### src/rtl/pll_pkg.sv
// Shared PLL definitions: data widths, midscale/Nyquist constants and the DCO tuning-word mapping.
package pll_pkg;

  localparam int unsigned DAC_W = 20;
  localparam int unsigned ACC_W = 24;
  localparam int unsigned DIV_W = 8;

  localparam logic [DAC_W-1:0] DAC_MID = {1'b1, {(DAC_W-1){1'b0}}};
  localparam logic [ACC_W-1:0] FCW_MAX = {1'b1, {(ACC_W-1){1'b0}}};

  typedef struct packed {
    logic [ACC_W-1:0] fcw;
    logic             sat;
  } fcw_sat_t;

  // Offset-binary tuning word -> clamped FCW; two guard bits keep the sum from overflowing.
  function automatic fcw_sat_t calc_fcw(logic [DAC_W-1:0] dac, logic [ACC_W-1:0] center,
                                        int unsigned shift);
    logic signed [DAC_W-1:0] tune;
    logic signed [ACC_W+1:0] tune_x;
    logic signed [ACC_W+1:0] raw;
    fcw_sat_t                res;
    tune   = signed'(dac ^ DAC_MID);
    tune_x = tune;
    raw    = signed'({2'b00, center}) + (tune_x <<< shift);
    if (raw[ACC_W+1]) begin
      res = '{fcw: '0, sat: 1'b1};
    end else if (raw > signed'({2'b00, FCW_MAX})) begin
      res = '{fcw: FCW_MAX, sat: 1'b1};
    end else begin
      res = '{fcw: raw[ACC_W-1:0], sat: 1'b0};
    end
    return res;
  endfunction

endpackage

### src/rtl/dco_nco_if.sv
// DCO tuning/output bundle; master drives the tuning word and divide ratio, slave is the DCO.
interface dco_nco_if;
  import pll_pkg::*;

  logic [DAC_W-1:0] dac;
  logic [DIV_W-1:0] div_ratio;
  logic             dco_out;
  logic             fb_clk;
  logic [ACC_W-1:0] phase;
  logic [ACC_W-1:0] fcw;
  logic             sat;

  modport master (output dac, div_ratio, input dco_out, fb_clk, phase, fcw, sat);
  modport slave  (input dac, div_ratio, output dco_out, fb_clk, phase, fcw, sat);
endinterface

### src/rtl/fb_divider.sv
// Feedback divider: toggles fb_clk_o every N rising edges of dco_i; N re-sampled at each reload.
module fb_divider
  import pll_pkg::*;
(
  input  logic             clk_i,
  input  logic             rst_ni,
  input  logic             dco_i,
  input  logic [DIV_W-1:0] div_ratio_i,
  output logic             fb_clk_o
);

  logic             dco_prev_q;
  logic             fb_q, fb_d;
  logic [DIV_W-1:0] cnt_q, cnt_d;
  logic [DIV_W-1:0] ratio_q, ratio_d;
  logic [DIV_W-1:0] ratio_use;
  logic [DIV_W-1:0] n_eff;
  logic             rise;

  assign rise = dco_i & ~dco_prev_q;
  // Between reload and the first edge of a half-period the live ratio is used; it is then held.
  assign ratio_use = (cnt_q == '0) ? div_ratio_i : ratio_q;
  assign n_eff     = (ratio_use == '0) ? DIV_W'(1) : ratio_use;

  always_comb begin
    cnt_d   = cnt_q;
    ratio_d = ratio_q;
    fb_d    = fb_q;
    if (rise) begin
      ratio_d = ratio_use;
      if (cnt_q == n_eff - DIV_W'(1)) begin
        fb_d  = ~fb_q;
        cnt_d = '0;
      end else begin
        cnt_d = cnt_q + DIV_W'(1);
      end
    end
  end

  always_ff @(posedge clk_i or negedge rst_ni) begin
    if (!rst_ni) begin
      dco_prev_q <= 1'b0;
      fb_q       <= 1'b0;
      cnt_q      <= '0;
      ratio_q    <= '0;
    end else begin
      dco_prev_q <= dco_i;
      fb_q       <= fb_d;
      cnt_q      <= cnt_d;
      ratio_q    <= ratio_d;
    end
  end

  assign fb_clk_o = fb_q;

endmodule

### src/rtl/dco_nco.sv
// Digital DCO: phase accumulator driven by centre FCW plus scaled tuning, with feedback divider.
// Optional DITHER_EN adds a 16-bit Galois LFSR bit to the FCW LSB before accumulation.
module dco_nco
  import pll_pkg::*;
#(
  parameter logic [ACC_W-1:0] CENTER_FCW = 24'h100000,
  parameter int unsigned      GAIN_SHIFT = 0
) (
  input  logic     clk,
  input  logic     rst,
  dco_nco_if.slave bus
);

  fcw_sat_t         tune_s;
  logic [ACC_W-1:0] fcw_q;
  logic             sat_q;
  logic [ACC_W-1:0] phase_q, phase_d;
  logic [ACC_W-1:0] fcw_eff;
  logic             dco_q;

  always_comb tune_s = calc_fcw(bus.dac, CENTER_FCW, GAIN_SHIFT);

`ifdef DITHER_EN
  logic [15:0] lfsr_q, lfsr_d;

  // x^16+x^14+x^13+x^11+1, right-shifting Galois form.
  always_comb begin
    lfsr_d = {1'b0, lfsr_q[15:1]};
    if (lfsr_q[0]) lfsr_d = lfsr_d ^ 16'hB400;
  end

  // The only value that can exceed Nyquist after the add is FCW_MAX itself.
  always_comb begin
    fcw_eff = fcw_q;
    if (fcw_q != FCW_MAX) fcw_eff = fcw_q + ACC_W'(lfsr_q[0]);
  end

  always_ff @(posedge clk or negedge rst) begin
    if (!rst) lfsr_q <= 16'hACE1;
    else      lfsr_q <= lfsr_d;
  end
`else
  assign fcw_eff = fcw_q;
`endif

  assign phase_d = phase_q + fcw_eff;

  always_ff @(posedge clk or negedge rst) begin
    if (!rst) begin
      fcw_q   <= CENTER_FCW;
      sat_q   <= 1'b0;
      phase_q <= '0;
      dco_q   <= 1'b0;
    end else begin
      fcw_q   <= tune_s.fcw;
      sat_q   <= tune_s.sat;
      phase_q <= phase_d;
      dco_q   <= phase_q[ACC_W-1];
    end
  end

  fb_divider u_fb_divider (
    .clk_i       (clk),
    .rst_ni      (rst),
    .dco_i       (dco_q),
    .div_ratio_i (bus.div_ratio),
    .fb_clk_o    (bus.fb_clk)
  );

  assign bus.dco_out = dco_q;
  assign bus.phase   = phase_q;
  assign bus.fcw     = fcw_q;
  assign bus.sat     = sat_q;

endmodule

### src/flat_wrapper.sv
// flat-port wrapper written by rule: the top's interface ports become plain ports
module dco_nco_flat import pll_pkg::*;
#(
  parameter logic [ACC_W-1:0] CENTER_FCW = 24'h100000,
  parameter int unsigned      GAIN_SHIFT = 0
)
  (clk, rst, bus_dac, bus_div_ratio, bus_dco_out, bus_fb_clk, bus_phase, bus_fcw, bus_sat);
  dco_nco_if bus_i ();
  input  logic clk;
  input  logic rst;
  input wire logic [$bits(bus_i.dac)-1:0] bus_dac;
  input wire logic [$bits(bus_i.div_ratio)-1:0] bus_div_ratio;
  output wire logic [$bits(bus_i.dco_out)-1:0] bus_dco_out;
  output wire logic [$bits(bus_i.fb_clk)-1:0] bus_fb_clk;
  output wire logic [$bits(bus_i.phase)-1:0] bus_phase;
  output wire logic [$bits(bus_i.fcw)-1:0] bus_fcw;
  output wire logic [$bits(bus_i.sat)-1:0] bus_sat;
  assign bus_i.dac = bus_dac;
  assign bus_i.div_ratio = bus_div_ratio;
  assign bus_dco_out = bus_i.dco_out;
  assign bus_fb_clk = bus_i.fb_clk;
  assign bus_phase = bus_i.phase;
  assign bus_fcw = bus_i.fcw;
  assign bus_sat = bus_i.sat;
  dco_nco #(.CENTER_FCW(CENTER_FCW), .GAIN_SHIFT(GAIN_SHIFT)) u_core (.clk(clk), .rst(rst), .bus(bus_i));
endmodule
### config.mk
export PLATFORM = sky130hd
export DESIGN_NAME = dco_nco_flat
export DESIGN_NICKNAME = d
export VERILOG_FILES = /design/src/rtl/pll_pkg.sv /design/src/rtl/dco_nco_if.sv /design/src/rtl/fb_divider.sv /design/src/rtl/dco_nco.sv /design/src/flat_wrapper.sv
export SDC_FILE = /design/constraint.sdc
export NUM_CORES = 1
export LEC_CHECK = 0
export ABC_AREA = 1
export CELL_PAD_IN_SITES_DETAIL_PLACEMENT = 1
export CELL_PAD_IN_SITES_GLOBAL_PLACEMENT = 2
export CORE_MARGIN = 2
export CORE_UTILIZATION = 32
export DETAILED_ROUTE_END_ITERATION = 8
export GPL_ROUTABILITY_DRIVEN = 0
export GPL_TIMING_DRIVEN = 0
export PLACE_DENSITY = 0.89
export SLEW_MARGIN = 30
export SYNTH_ARGS = -nofsm -noshare
export SYNTH_HDL_FRONTEND = slang
export SYNTH_SLANG_ARGS = --single-unit
### constraint.sdc
create_clock -name clk -period 5.7 [get_ports clk]
set_input_delay 1.425 -clock clk [delete_from_list [all_inputs] [get_ports clk]]
set_output_delay 1.425 -clock clk [all_outputs]
set_load 0.05 [all_outputs]
M2 wires:
Cells faint in the background.
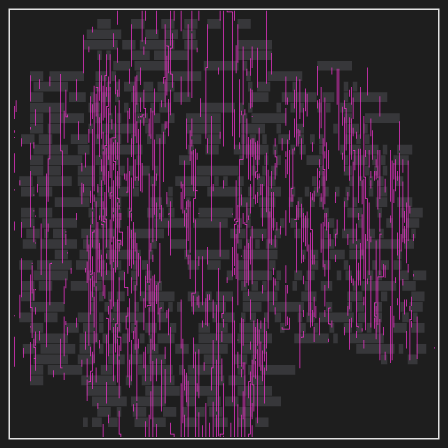
wire length on this layer	4970 µm
nets with wire on the layer	500
share of all routed wire	53%
main direction	vertical
longest straight run	51.7 µm
vias post-DR: 3052
grt met2 use: 0.292

Register map, names as in the netlist:
Other sequential cells in the stronger gray, the rest of the logic in the fainter gray.
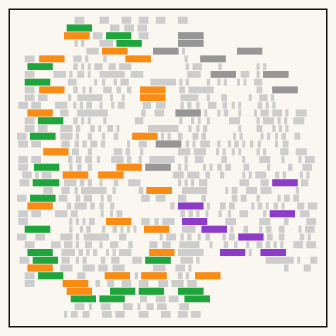
signal	color	sequential cells
u_core.bus.fcw	green	21
u_core.u_fb_divider.ratio_q	purple	8
u_core.bus.phase	orange	24
final core utilization: 0.442
Seq group: 0.730 mW
Storage cell area: 0.00160 mm²

==> qor.yml <==
cp_max_fo: 7
arrival_ps: 3740
clkPwrFrac: 0.184
clock_skew_ps: 7.39
ys_top_cells_by_area: "dfrtp_1 (43%), nand2_1 (8.7%), ha_1 (8.2%)"
clockRootBuffer: "clkbuf_16"
ys_cells: 417
drv_slew: 0
switching_power_mw: 1.62
power_frac_seq: 0.218
comb_power_share: 0.598
crit_family: "simple AND/OR/NAND/NOR gates"
synth_adder_area_share: 0.0874
htreeDepth: 3
finalPower_mw: 3.35
post-route-period-util: 0.617
layout_setup_ws_ps: 2180
mux_area_frac: 0
clock.fmax_mhz: 284
track_usage: 0.160
pg_clk_mw: 0.617
top_cells_by_count: "nand2_1 (85), dfrtp_1 (63), inv_1 (53)"
cts_hold_buf: 0
non_clock_buffer_count: 83
design_area_mm2: 0.00498
rrSetupSlack_ps: 2650
min_to: "u_core.u_fb_divider.dco_prev_q"
final-nonclk-buf-share: 0.165
ir_drop_uv: 332
ctsResizeCount: 0
slew_headroom: 0.639
top_area_cell: "dfrtp_1"
ant_nets: 0
num_antenna_cells: 0
dp.cells: 640
die_y_um: 111
nFillCells: 1318
crit_path_start_kind: "input pin"
synth_area_mm2: 0.00366
dieArea_mm2: 0.0123
post_cts_buffers: 0
wl_met3_um: 371
status: "finished, final reports clean"
largest_reg_flops: 24
r2r-start: "u_core.u_fb_divider.cnt_q[0]"
dieWidth_um: 111
seq_area_frac_synth: 0.437
rsz0062_at_grt: "no"
setup_viol: 0
synth.cellmix.compoundShare: 0.0823
cts_tree: "yes"
wire_per_inst_um: 14.3
pre_cts_slack_ps: 1810
nWellTaps: 143
clock_path_buffers: 2
n_all_inverters: 61
r2r_end: "u_core.u_fb_divider.fb_clk_o"
largest_class: "logic gates"
dr_wl_met2_mm: 4.97
synth_cell_types: 32
cts_made_buffers: 9
p_leak_nw: 2.45
synth-edff-count: 0
clkLatencyLatePin_ps: 330
synthCells: 417
synth_chip_area_mm2: 0.00366
hp-class: "flip-flop to flip-flop"
dpl_cell_area_mm2: 0.00464
pg_comb_mw: 2.01
tool_warnings: 27
drive_gt1_frac: 0.131
use_met1: 0.188
rows: 39
Placement view:
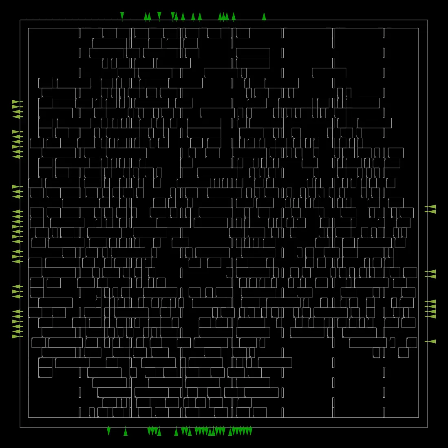
fin cells: 655
FFs & Latches: 64
CORE AREA: 0.0113 mm²

The metal 1 layer:
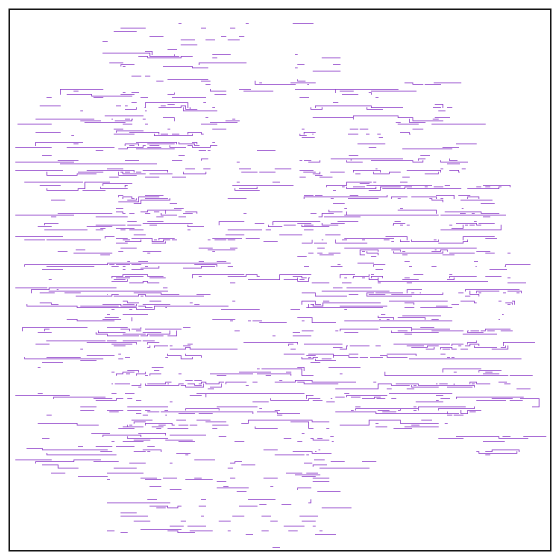
share of all routed wire	42%
nets with wire on the layer	516

Power figures rest on the tool's default switching activity, not on a simulated workload.
